Figure 1. Placed cells, one colour a class (run 1).
Scale bar: 20 um. Fill, decap, tap and diode cells in grey.
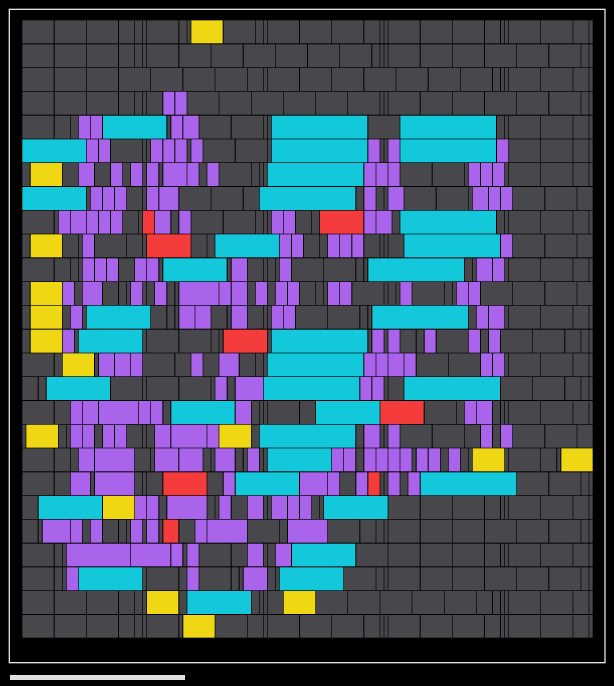
Figure 2. The clock network (run 1).
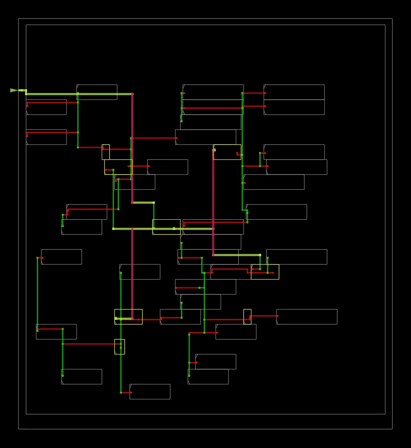
Figure 3. Sequential cells grouped by signal name (run 1).
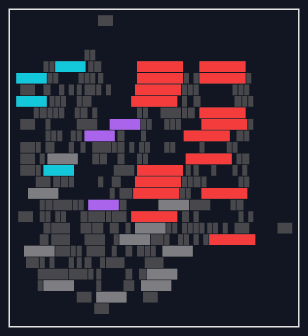
[src/rtl/brainwars_pkg.sv]
// brainwars_pkg: shared constants and helpers for the button input path.
package brainwars_pkg;
    localparam int N_BTN_DEFAULT = 4;
    localparam int BTN_UP = 0;
    localparam int BTN_DOWN = 1;
    localparam int BTN_LEFT = 2;
    localparam int BTN_RIGHT = 3;
    function automatic int clog2(input int v);
        int r;
        r = 0;
        for (int i = 0; i < 31; i++) if ((1 << i) < v) r = i + 1;
        return r;
    endfunction
endpackage

[src/rtl/button_event_queue_if.sv]
// button_event_queue_if: strobe inputs and event handshake of the button queue.
interface button_event_queue_if
    import brainwars_pkg::*;
#(
    parameter int N_BTN = N_BTN_DEFAULT,
    parameter int DEPTH = 8,
    parameter int ID_W = clog2(N_BTN),
    parameter int CNT_W = clog2(DEPTH) + 1
);
    logic [N_BTN-1:0] pulse_in;
    logic clear;
    logic ev_valid;
    logic [ID_W-1:0] ev_id;
    logic ev_ready;
    logic [CNT_W-1:0] count;
    logic overflow;
    modport master (
        input pulse_in, clear, ev_ready,
        output ev_valid, ev_id, count, overflow
    );
    modport slave (
        output pulse_in, clear, ev_ready,
        input ev_valid, ev_id, count, overflow
    );
endinterface

[src/rtl/sync_fifo.sv]
// sync_fifo: show-ahead synchronous FIFO; count separates full from empty.
module sync_fifo
    import brainwars_pkg::*;
#(
    parameter int WIDTH = 2,
    parameter int DEPTH = 8,
    parameter int CNT_W = clog2(DEPTH) + 1
) (
    input  logic clk,
    input  logic rst_n,
    input  logic clr,
    input  logic push,
    input  logic [WIDTH-1:0] din,
    input  logic pop,
    output logic [WIDTH-1:0] dout,
    output logic [CNT_W-1:0] count,
    output logic full,
    output logic empty
);
    localparam int AW = clog2(DEPTH);
    logic [WIDTH-1:0] mem [DEPTH];
    logic [AW-1:0] rd_ptr, wr_ptr;
    always_ff @(posedge clk) begin
        if (!rst_n || clr) begin
            rd_ptr <= '0;
            wr_ptr <= '0;
            count <= '0;
        end else begin
            if (push) wr_ptr <= wr_ptr + 1'b1;
            if (pop) rd_ptr <= rd_ptr + 1'b1;
            count <= count + CNT_W'(push) - CNT_W'(pop);
        end
    end
    always_ff @(posedge clk) if (rst_n && !clr && push) mem[wr_ptr] <= din;
    assign dout = mem[rd_ptr];
    assign full = count == CNT_W'(DEPTH);
    assign empty = count == '0;
endmodule

[src/rtl/button_event_queue.sv]
// button_event_queue: pending bits per button, lowest-index grant into an ordered FIFO of IDs.
module button_event_queue
    import brainwars_pkg::*;
#(
    parameter int N_BTN = N_BTN_DEFAULT,
    parameter int DEPTH = 8,
    parameter int ID_W = clog2(N_BTN),
    parameter int CNT_W = clog2(DEPTH) + 1
) (
    input logic clk,
    input logic rst_n,
    button_event_queue_if.master bus
);
    logic [N_BTN-1:0] pending, grant;
    logic [ID_W-1:0] id, dout;
    logic push, pop, push_ok, full, empty;
    always_comb begin
        id = '0;
        for (int i = N_BTN - 1; i >= 0; i--) if (pending[i]) id = ID_W'(i);
    end
    assign pop = !empty && bus.ev_ready;
    // a pop in the same cycle frees the slot, so a full FIFO can still accept
    assign push_ok = !full || pop;
    assign grant = push_ok ? pending & (~pending + N_BTN'(1)) : '0;
    assign push = |grant;
    sync_fifo #(.WIDTH(ID_W), .DEPTH(DEPTH), .CNT_W(CNT_W)) u_fifo (
        .clk(clk),
        .rst_n(rst_n),
        .clr(bus.clear),
        .push(push),
        .din(id),
        .pop(pop),
        .dout(dout),
        .count(bus.count),
        .full(full),
        .empty(empty)
    );
    always_ff @(posedge clk) begin
        if (!rst_n || bus.clear) begin
            pending <= '0;
            bus.overflow <= 1'b0;
        end else begin
            pending <= (pending | bus.pulse_in) & ~grant;
            if (|(bus.pulse_in & pending & ~grant)) bus.overflow <= 1'b1;
        end
    end
    assign bus.ev_valid = !empty;
    assign bus.ev_id = empty ? '0 : dout;
endmodule

[src/flat_wrapper.sv]
// flat-port wrapper written by rule: the top's interface ports become plain ports
module button_event_queue_flat import brainwars_pkg::*;
#(
    parameter int N_BTN = N_BTN_DEFAULT,
    parameter int DEPTH = 8,
    parameter int ID_W = clog2(N_BTN),
    parameter int CNT_W = clog2(DEPTH) + 1
)
  (clk, rst_n, bus_pulse_in, bus_clear, bus_ev_ready, bus_ev_valid, bus_ev_id, bus_count, bus_overflow);
  button_event_queue_if #(.N_BTN(N_BTN), .DEPTH(DEPTH), .ID_W(ID_W), .CNT_W(CNT_W)) bus_i ();
  input logic clk;
  input logic rst_n;
  input wire logic [$bits(bus_i.pulse_in)-1:0] bus_pulse_in;
  input wire logic [$bits(bus_i.clear)-1:0] bus_clear;
  input wire logic [$bits(bus_i.ev_ready)-1:0] bus_ev_ready;
  output wire logic [$bits(bus_i.ev_valid)-1:0] bus_ev_valid;
  output wire logic [$bits(bus_i.ev_id)-1:0] bus_ev_id;
  output wire logic [$bits(bus_i.count)-1:0] bus_count;
  output wire logic [$bits(bus_i.overflow)-1:0] bus_overflow;
  assign bus_i.pulse_in = bus_pulse_in;
  assign bus_i.clear = bus_clear;
  assign bus_i.ev_ready = bus_ev_ready;
  assign bus_ev_valid = bus_i.ev_valid;
  assign bus_ev_id = bus_i.ev_id;
  assign bus_count = bus_i.count;
  assign bus_overflow = bus_i.overflow;
  button_event_queue #(.N_BTN(N_BTN), .DEPTH(DEPTH), .ID_W(ID_W), .CNT_W(CNT_W)) u_core (.clk(clk), .rst_n(rst_n), .bus(bus_i));
endmodule
[config.mk]
export PLATFORM = sky130hd
export DESIGN_NAME = button_event_queue_flat
export DESIGN_NICKNAME = d
export VERILOG_FILES = /design/src/rtl/brainwars_pkg.sv /design/src/rtl/button_event_queue_if.sv /design/src/rtl/sync_fifo.sv /design/src/rtl/button_event_queue.sv /design/src/flat_wrapper.sv
export SDC_FILE = /design/constraint.sdc
export NUM_CORES = 1
export LEC_CHECK = 0
export ABC_AREA = 1
export CORE_ASPECT_RATIO = 1.1
export CORE_UTILIZATION = 35
export CTS_CLUSTER_SIZE = 14
export DETAILED_ROUTE_END_ITERATION = 6
export MAX_ROUTING_LAYER = met4
export PLACE_DENSITY = 0.62
export SETUP_SLACK_MARGIN = 0.15
export SLEW_MARGIN = 10
export SYNTH_ARGS = -nofsm -noshare
export SYNTH_HDL_FRONTEND = slang
export SYNTH_HIERARCHICAL = 1
export SYNTH_SLANG_ARGS = --single-unit
[constraint.sdc]
create_clock -name clk -period 3.5 [get_ports clk]
set_input_delay 0.35 -clock clk [delete_from_list [all_inputs] [get_ports clk]]
set_output_delay 0.35 -clock clk [all_outputs]
set_load 0.03 [all_outputs]
==> impl_metrics.ini, run 1 <==
; implementation run metrics
[detailed_routing]
wl_per_cell_um = 10.1
wl_met2_mm = 1.37
firstDrtPassIters = 4
wl_met3_um = 103
drt-met1-wl_mm = 1.40
drcViolationCount = 0

[yosys]
synth_area_mm2 = 0.00168
synth_cell_types = 22
ys_top_cells_by_area = edfxtp_1 (29%), dfxtp_1 (21%), nand2_1 (11%)
adder_share_pct = 7.16
logic_family = simple AND/OR/NAND/NOR gates
aoi_share_pct = 4.93
ys_seq_elements = 34
ys_chip_area_mm2 = 0.00168
yosys_cells = 211
yosys_most_used_dff = dfxtp_1
top_area_share_pct = 28.7
synth-edff-count = 16
synth_cells = 211
ys_sh_simple_pct = 25.2
common_cells = nand2_1 (49), inv_1 (46), nor2_1 (28)
floorplan.nets = 228
mux_share_pct = 0
yosysWarnings = 6

[place]
gp_congestion = 0.765
port_buffers = 15
hpwl_mm = 2.16
dpl-instance-area_mm2 = 0.00189

[timing]
rsz0062_at_grt = no
slew_headroom_pct = 58.0
fin_setup_tns_ns = 0
setup_viol = 0
tightestPinTransition_ns = 0.630

[global_route]
grt_usage_pct = 14.1
antenna_found_initial = 0
gr-total-overflow = 0
grt_start_max_net_pins = 11
grt_pass1_vias = 1147
grt-busiest-layer = met2
use_met2_pct = 22.7

[power_and_ir_drop]
cellLeakagePower_nw = 0.899
p_per_area_mw_per_mm2 = 691
irDropWorstVdd_mv = 0.441

[min_path]
holdCritStartpoint = u_core/u_fifo/wr_ptr[0]

[critical_path]
cp.arrival_ns = 2.22
end_kind = output pin
worstPathRequired_ns = 3.15
reg2reg_slack_ns = 0.98
crit_type = register to output pin
timing.rr.start = u_core/u_fifo/count[2]

[final_layout]
lay_top_cells = nand2_1 (49), inv_1 (46), nor2_1 (28)
n_antenna_cell = 0
stdcell_count = 289
nNetsFinal = 249
mostFrequentLayoutCell = nand2_1

[clock_tree]
clock_latency_ns = 0.28
ctsResizeCount = 0
cts_tree = built
ctsLongestPathBuffers = 2

[die]
dieWidth_um = 68.0
die-area_mm2 = 0.00507
ioPinCount = 16

[run]
warnings = 27

[status]
status = finished clean
Notes on Figure 1 above:
legend:
  combinational and other logic:
    colour: purple
    cells: 176
  remaining buffers and delay cells:
    colour: yellow
    cells: 15
  clock drivers and dummy loads:
    colour: red
    cells: 8
  sequential cells:
    colour: cyan
    cells: 34

Notes on Figure 2 above:
clock skew: 0.00211 ns
clock-net power: 0.272 mW
Clock Sinks: 34
CTS Buf Count: 5

Notes on Figure 3 above:
legend:
  `u_core/u_fifo/wr_ptr`:
    colour: purple
    flops: 3
  `u_core/u_fifo/mem`:
    colour: red
    flops: 16
  `u_core/pending`:
    colour: cyan
    flops: 4
    where: north-west
not coloured: 11

==> run 1: flip-flops by register name, indices dropped and copies added (netlist names), named ones only <==
name                  cells
u_core/u_fifo/mem        16
u_core/pending            4
u_core/u_fifo/count       4
u_core/u_fifo/rd_ptr      3
u_core/u_fifo/wr_ptr      3
u_core/bus.overflow       1
==> run 1: power breakdown <==
group,switching [mW],internal (mW),leakage [nW]
Combinational,0.362,0.236,0.563
Sequential,0.0379,0.456,0.293
Clock,0.135,0.137,0.0426
Total,0.535,0.829,0.899
==> run 1: worst max-delay path, cell delays in order, from the launching register on <==
cell and delay [ns]:
dfxtp_1 0.51, inv_1 0.22, nand2_1 0.10, nand3_1 0.10
nand2_1 0.07, nand2_1 0.04, nand2_1 0.06, inv_1 0.04
nor2_1 0.12, clkdlybuf4s50_1 0.69
==> run 1: path summary, 6_finish.rpt <==
kind / end / depth (start not counted)
max: bus_ev_id[1] / 9
min: u_core/u_fifo/wr_ptr[0] / 2
max reg2reg: u_core/u_fifo/count[2] / 13
min reg2reg: u_core/u_fifo/wr_ptr[0] / 2
==> run 1: metrics by stage <==
stage	worst slack, ns	hold WS (ns)	utilization, %	total power [mW]
after floorplan	0.947	0.469	-	0.913
after global placement	1.11	0.484	41.0	1.09
after detailed placement	1.02	0.500	41.0	1.10
after CTS	0.906	0.512	42.7	1.38
after global routing	0.735	0.535	42.7	1.47
final	0.930	0.511	42.7	1.36
==> run 1: area by class of cell <==
cell class | instances | area [um^2]
clock buffers | 6 | 72.6
clock inverters | 2 | 8.76
well taps | 56 | 70.1
inverters | 50 | 188
flip-flops and latches | 34 | 841
fillers | 462 | 2650
multi-input cells | 126 | 643
repair buffers | 15 | 150
## Run 2: what changed since run 1
PLACE_DENSITY = 0.64   (was 0.62)
clock period = 2.3 ns   (was 3.5 ns; I/O delays follow)
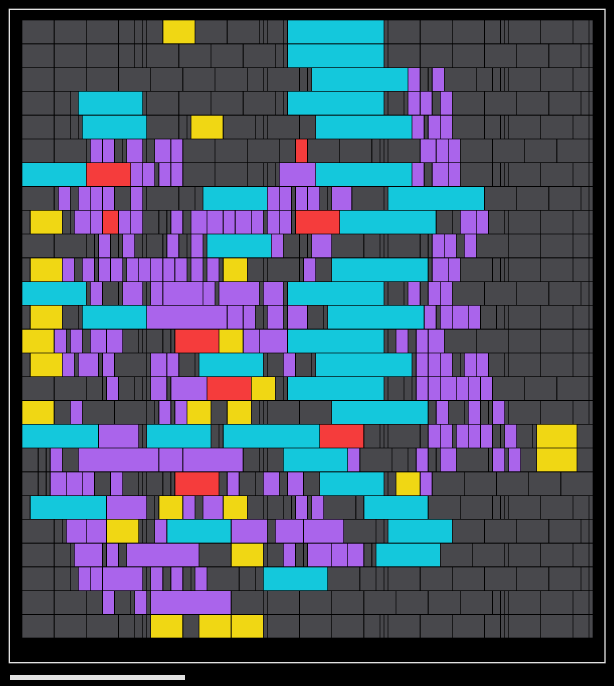
Figure 4: run 2, placed cells, one colour a class.
Scale bar: 20 um. Fill, decap, tap and diode cells in grey.
legend:
  combinational and other logic:
    colour: purple
    cells: 176
  clock drivers and dummy loads:
    colour: red
    cells: 8
  remaining buffers and delay cells:
    colour: yellow
    cells: 23
  sequential cells:
    colour: cyan
    cells: 34

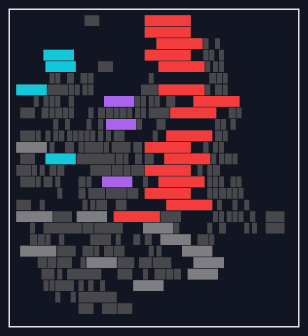
Figure 5: run 2, sequential cells grouped by signal name.
legend:
  `u_core/u_fifo/mem`:
    colour: red
    flops: 16
  `u_core/pending`:
    colour: cyan
    flops: 4
    where: north-west
  `u_core/u_fifo/wr_ptr`:
    colour: purple
    flops: 3

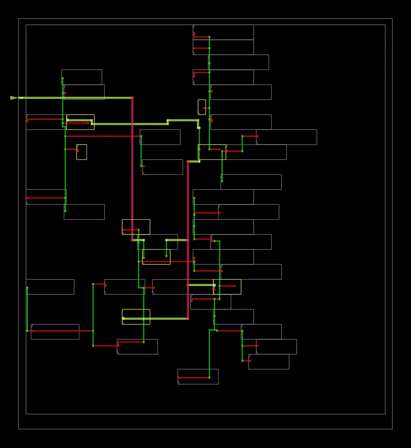
Figure 6: run 2, the clock network.
clock skew: 0.00737 ns
flip-flops: 34
clock-net power: 0.446 mW

==> run 2 against run 1 <==
Effect of this change: clock-buffer cell count is 1 higher; global-route usage is 0.31 points higher; sequential share of layout area down 2.9 points; final cell count increased by 2.8%; critical path depth rose by 3; routed wire length fell by 1.2%; area after synthesis stayed put; sequential power rose by 53%; combinational power is 94% higher; die size stayed put.
==> impl_metrics.ini, run 2 <==
; implementation run metrics
[final_layout]
mostFrequentLayoutCell = nand2_1
largest_reg_flops = 16
finalInstanceArea_mm2 = 0.00214
lay_top_cells = nand2_1 (49), inv_1 (40), nor2_1 (24)
nNetsFinal = 257
stdcell_count = 297
n_antenna_cell = 0
largest_register = u_core/u_fifo/mem
top_regs = u_core/u_fifo/mem (16), u_core/pending (4), u_core/u_fifo/count (4)

[global_route]
gr-total-overflow = 0
use_met3_pct = 4.60
grt_usage_pct = 14.4
grt_pass1_vias = 1197
grtUsageMet1_pct = 14.4
use_met2_pct = 24.9
grt_start_max_net_pins = 11
antenna_found_initial = 0
grt-busiest-layer = met2

[power_and_ir_drop]
finalPower_mw = 2.36
maxPowerGroup = combinational logic
pwr-share-comb_pct = 49.1
p_per_area_mw_per_mm2 = 1110
pg_seq_mw = 0.757
swShare_pct = 37.7
sequentialPowerShare_pct = 32.0
cellInternalPower_mw = 1.47
p_comb_mw = 1.16
p_sw_mw = 0.892
p_clk_share_pct = 18.9
irDropWorstVdd_mv = 0.774
cellLeakagePower_nw = 0.984

[clock_tree]
cts_sinks = 34
cts_inserted_buffers = 5
clock_latency_ns = 0.29
clkTransAtPathRegs_ns = 0.07
cts.root.buffer_cell = clkbuf_8
ctsLongestPathBuffers = 2
cts_tree = built
h-tree-depth = 2

[yosys]
synth-edff-count = 16
top_area_share_pct = 28.7
ys_chip_area_mm2 = 0.00168
synth_top_cell_by_area = edfxtp_1
common_cells = nand2_1 (49), inv_1 (46), nor2_1 (28)
ys_seq_elements = 34
synth_cells = 211
yosysWarnings = 6
seq_area_frac_synth_pct = 50.1
avgSynthCellArea_um2 = 7.95
yosys_most_used_dff = dfxtp_1
ys_top_cells_by_area = edfxtp_1 (29%), dfxtp_1 (21%), nand2_1 (11%)
yosys_cells = 211
synth_area_mm2 = 0.00168
synth_cell_types = 22
floorplan.nets = 228

[place]
gp_congestion = 0.774
dpl-instance-area_mm2 = 0.00198
port_buffers = 15
hpwl_mm = 2.27

[critical_path]
cp_top_family = simple AND/OR/NAND/NOR gates
cpPeakStageDelay_ns = 0.36
crit_top_cell = inv_2
critical_path_buf_inv_count = 4
cp.arrival_ns = 2.10
crit_type = register to register
end_kind = register
path_cells = inv_2 -> ha_4 -> nor3b_4 -> inv_2 -> nand2_4 -> nand2_4 -> o31ai_2 -> inv_2 -> inv_2 -> or2_1 -> or2_4 -> nor2_4
cp_slowest_cell = dfxtp_4
worstPathRequired_ns = 2.30

[die]
die-area_mm2 = 0.00507
dieWidth_um = 68.0
rows = 26
ioPinCount = 16

[detailed_routing]
firstDrtPassIters = 6
highest_layer = met4
wl_met2_mm = 1.52
num_vias = 1277
wl_per_cell_um = 9.72
wl_met3_um = 100
drcViolationCount = 0
drt-met1-wl_mm = 1.21

[timing]
setup_viol = 0
slew_headroom_pct = 60.8
finalCritPeriodShare_pct = 91.3
rsz0062_at_grt = yes
fin_setup_tns_ns = 0
tightestPinTransition_ns = 0.588

[status]
status = finished clean

[run]
warnings = 29
-- run 2: cell type report --
cell class / instances / area, um^2
Clock buffer: 7 / 86.3
Clock inverter: 1 / 5.00
Fill cell: 469 / 2480
Inverter: 50 / 193
Multi-Input combinational cell: 126 / 719
Sequential cell: 34 / 848
Tap cell: 56 / 70.1
Timing Repair Buffer: 23 / 215
-- run 2: stage by stage --
| step | hold slack, ns | utilization [%] | setup WS [ns] |
|---|---|---|---|
| 2_1_floorplan | 0.382 | - | 0.127 |
| 3_3_place_gp | 0.509 | 42.9 | 0.126 |
| 3_5_place_dp | 0.495 | 42.9 | 0.0890 |
| 4_1_cts | 0.506 | 45.1 | 0.159 |
| 5_1_grt | 0.547 | 46.3 | 0.128 |
| 6_report | 0.503 | 46.3 | 0.200 |
-- run 2: timing repair --
item / CTS / global route
pin swaps: 0 / 3
setup endpoints to repair: 2 / 12
buffers inserted: 1 / 4
gates resized: 0 / 6
-- run 2: kinds of logic (layout without fill, tap and decap cells) --
| logic type | after synthesis | count (layout) | share of synthesized area, % |
|---|---|---|---|
| simple gates | 99 | 99 | 25.2 |
| flops | 34 | 34 | 50.1 |
| xor+xnor | 2 | 2 | 1.04 |
| buf+inv | 51 | 81 | 11.5 |
| fa+ha+maj | 9 | 9 | 7.16 |
| compound gates | 16 | 16 | 4.93 |
-- run 2: path summary, 6_finish.rpt --
check,slack [ns],to,cells after the start,start
worst min-delay path,0.50,u_core/u_fifo/wr_ptr[0],2,u_core/u_fifo/wr_ptr[0]
worst max-delay path,0.20,u_core/u_fifo/mem[0][1],12,u_core/u_fifo/count[3]
worst min register to register,0.50,u_core/u_fifo/wr_ptr[0],2,u_core/u_fifo/wr_ptr[0]
worst max register to register,0.20,u_core/u_fifo/mem[0][1],12,u_core/u_fifo/count[3]
Figure 7. PDN straps and rails (run 2).
Pins as bars on the die edge.
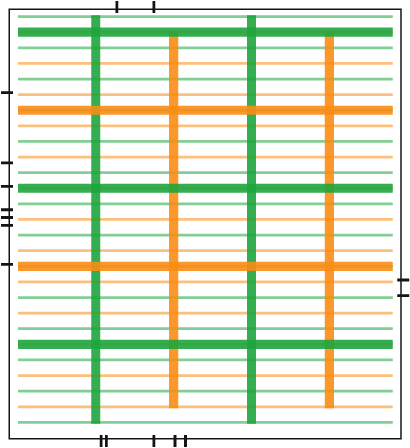

## Run 3: what changed since run 2
SETUP_SLACK_MARGIN = 0.1   (was 0.15)
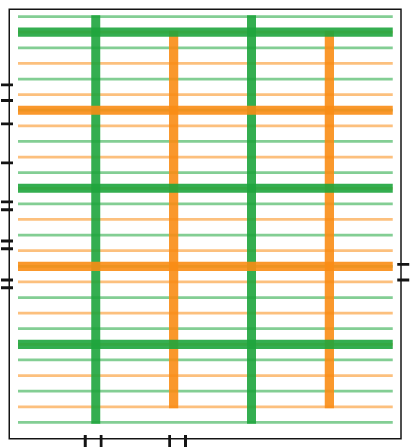
Figure 8: run 3, PDN straps and rails.
Pins as bars on the die edge.
legend:
  VSS:
    colour: green
  VDD:
    colour: orange
met5 straps: 5
signal pins: 16
met1 rails: 27
rows: 26

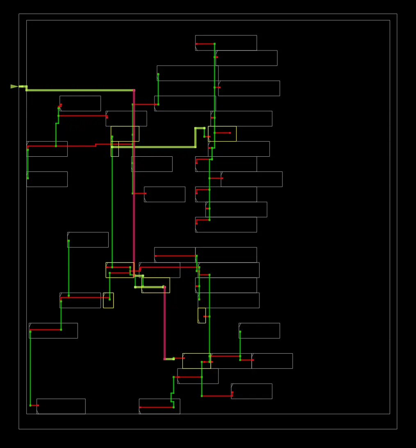
Figure 9: run 3, the clock network.
clock skew: 0.00406 ns
clock buf count: 6
clk latency late pin: 0.28 ns
clock-net power: 0.407 mW

==> run 3 against run 2 <==
Effect of this change: highest routed layer unchanged; via count increased by 4.3%; largest cell class unchanged; clock-buffer cell count decreased by 1; sequential power increased by 1%; critical path depth increased by 1.
==> impl_metrics.ini, run 3 <==
; implementation run metrics
[status]
status = finished clean

[global_route]
gr-total-overflow = 0
grt_usage_pct = 14.8
grt_start_max_net_pins = 11
grt_pass1_vias = 1249

[clock_tree]
cts_sinks = 34
cts_tree = built
ctsLongestPathBuffers = 2
cts.root.buffer_cell = clkbuf_8

[yosys]
synth_area_mm2 = 0.00168
ys_top_cells_by_area = edfxtp_1 (29%), dfxtp_1 (21%), nand2_1 (11%)
common_cells = nand2_1 (49), inv_1 (46), nor2_1 (28)
yosys_cells = 211
yosys_most_used_dff = dfxtp_1
ys_chip_area_mm2 = 0.00168
synth_cell_types = 22
yosysWarnings = 6
synth-edff-count = 16
top_area_share_pct = 28.7
synth_top_cell_by_area = edfxtp_1
avgSynthCellArea_um2 = 7.95
seq_area_frac_synth_pct = 50.1
floorplan.nets = 228

[critical_path]
timing.rr.start = u_core/u_fifo/count[2]
cp_slowest_cell = dfxtp_4
reg2reg_slack_ns = 0.17
crit_type = register to register
reg2reg_to = u_core/u_fifo/count[2]
cp.arrival_ns = 2.34
path_cells = inv_4 -> ha_1 -> nor3b_4 -> inv_2 -> nand2_4 -> inv_4 -> ha_4 -> inv_1 -> ha_2 -> inv_2 -> fa_2 -> xor2_1 -> nor2_1

[final_layout]
top_regs = u_core/u_fifo/mem (16), u_core/pending (4), u_core/u_fifo/count (4)
nFillCells = 455
mostFrequentLayoutCell = nand2_1
n_antenna_cell = 0
nNetsFinal = 254
largest_reg_flops = 16
regArea_um2 = 848
stdcell_count = 294
largest_register = u_core/u_fifo/mem
lay_top_cells = nand2_1 (49), inv_1 (43), nor2_1 (24)

[detailed_routing]
firstDrtPassIters = 5
drcViolationCount = 0
wl_per_cell_um = 10.4

[power_and_ir_drop]
pg_seq_mw = 0.766
pwr-share-comb_pct = 47.1
swShare_pct = 38.8
cellLeakagePower_nw = 0.943
finalPower_mw = 2.22
irDropWorstVdd_mv = 0.743
p_clk_share_pct = 18.4
p_comb_mw = 1.04
sequentialPowerShare_pct = 34.6
p_sw_mw = 0.859
cellInternalPower_mw = 1.36

[place]
dpl-instance-area_mm2 = 0.00194
preCtsSetupSlack_ns = 0.0408
gp_congestion = 0.750
port_buffers = 15

[timing]
setup_viol = 0
finalCritPeriodShare_pct = 92.5
fin_ws_ns = 0.172
fin_setup_tns_ns = 0
tightestPinTransition_ns = 0.582
hold_ws_ns = 0.509

[die]
dieWidth_um = 68.0
die-area_mm2 = 0.00507

[min_path]
holdCritStartpoint = u_core/u_fifo/wr_ptr[0]
hold_depth = 2
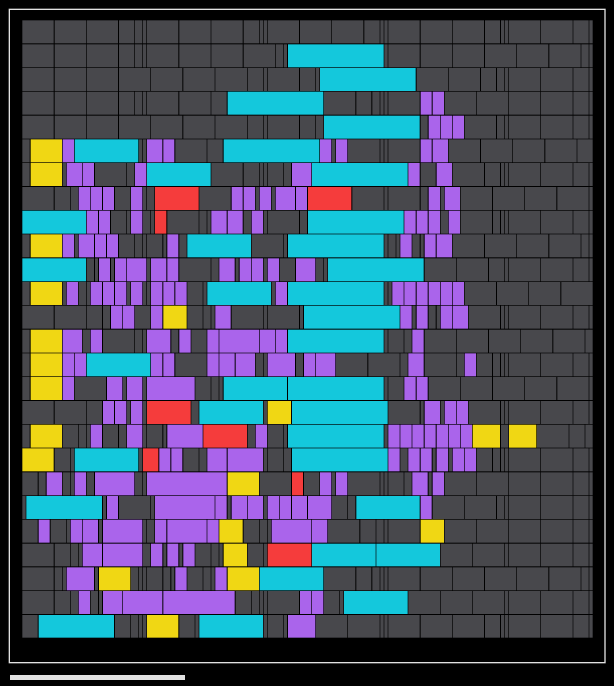
Figure 10: run 3, placed cells, one colour a class.
Scale bar: 20 um. Fill, decap, tap and diode cells in grey.
legend:
  sequential cells:
    colour: cyan
    cells: 34
  clock drivers and dummy loads:
    colour: red
    cells: 8
  remaining buffers and delay cells:
    colour: yellow
    cells: 20
  combinational and other logic:
    colour: purple
    cells: 176
fin area: 0.00207 mm^2
row cnt: 26
Final Util: 44.8%
fraction of area in registers: 41.0%
Core Box Area: 0.00462 mm^2

[run 3: logic make-up (layout without fill, tap and decap cells)]
kind of cell / count (synthesis) / after routing / synth area share (%)
xor+xnor: 2 / 2 / 1.04
compound gates: 16 / 16 / 4.93
buf+inv: 51 / 78 / 11.5
fa+ha+maj: 9 / 9 / 7.16
simple gates: 99 / 99 / 25.2
flops: 34 / 34 / 50.1
[run 3: repair_timing]
action                                  in CTS  in global routing
endpoints found under the setup margin       4                 10
hold buffers                                 0                  0
resized                                      3                  8
setup buffers                                1                  2
pin swaps                                    1                  3
[run 3: layout make-up]
class | instances | share of cell area (%)
timing repair buffer | 20 | 8.95
clock buffer | 6 | 3.51
clock inverter | 2 | 0.423
inverter | 50 | 9.31
multi-input combinational | 126 | 33.4
sequential | 34 | 41.0
tap | 56 | 3.39
[run 3: layer usage]
layer,up-vias,part of all wire (%),GRT usage [%]
met2,28,54,26.3
met4,0,1.5,7.64
met3,4,4.0,3.22
met5,-,0,-
li1,699,-,-
met1,601,40,15.0
[run 3: how the worst max path moves through the flow]
| stage | from | to | cells after the start |
|---|---|---|---|
| after detailed placement | u_core/u_fifo/count[2] | u_core/u_fifo/count[2] | 13 |
| final | u_core/u_fifo/count[2] | u_core/u_fifo/count[2] | 13 |
| after CTS | u_core/u_fifo/count[2] | u_core/u_fifo/count[2] | 13 |
| after floorplan | u_core/u_fifo/count[2] | u_core/u_fifo/count[2] | 13 |
| after global routing | u_core/u_fifo/count[2] | u_core/u_fifo/mem[4][1] | 12 |
| after global placement | u_core/u_fifo/count[2] | u_core/u_fifo/count[2] | 13 |
[run 3: critical path, delay by kind of cell, from the launching register on]
kind,cells,cell delay (ns)
xor gates and xnor gates,1,0.16
adders and majority gates,4,0.89
buffers and inverters,5,0.29
DFF,1,0.35
and+or+nand+nor,3,0.37
No activity file was given, so power comes from the tool's default toggle rates.
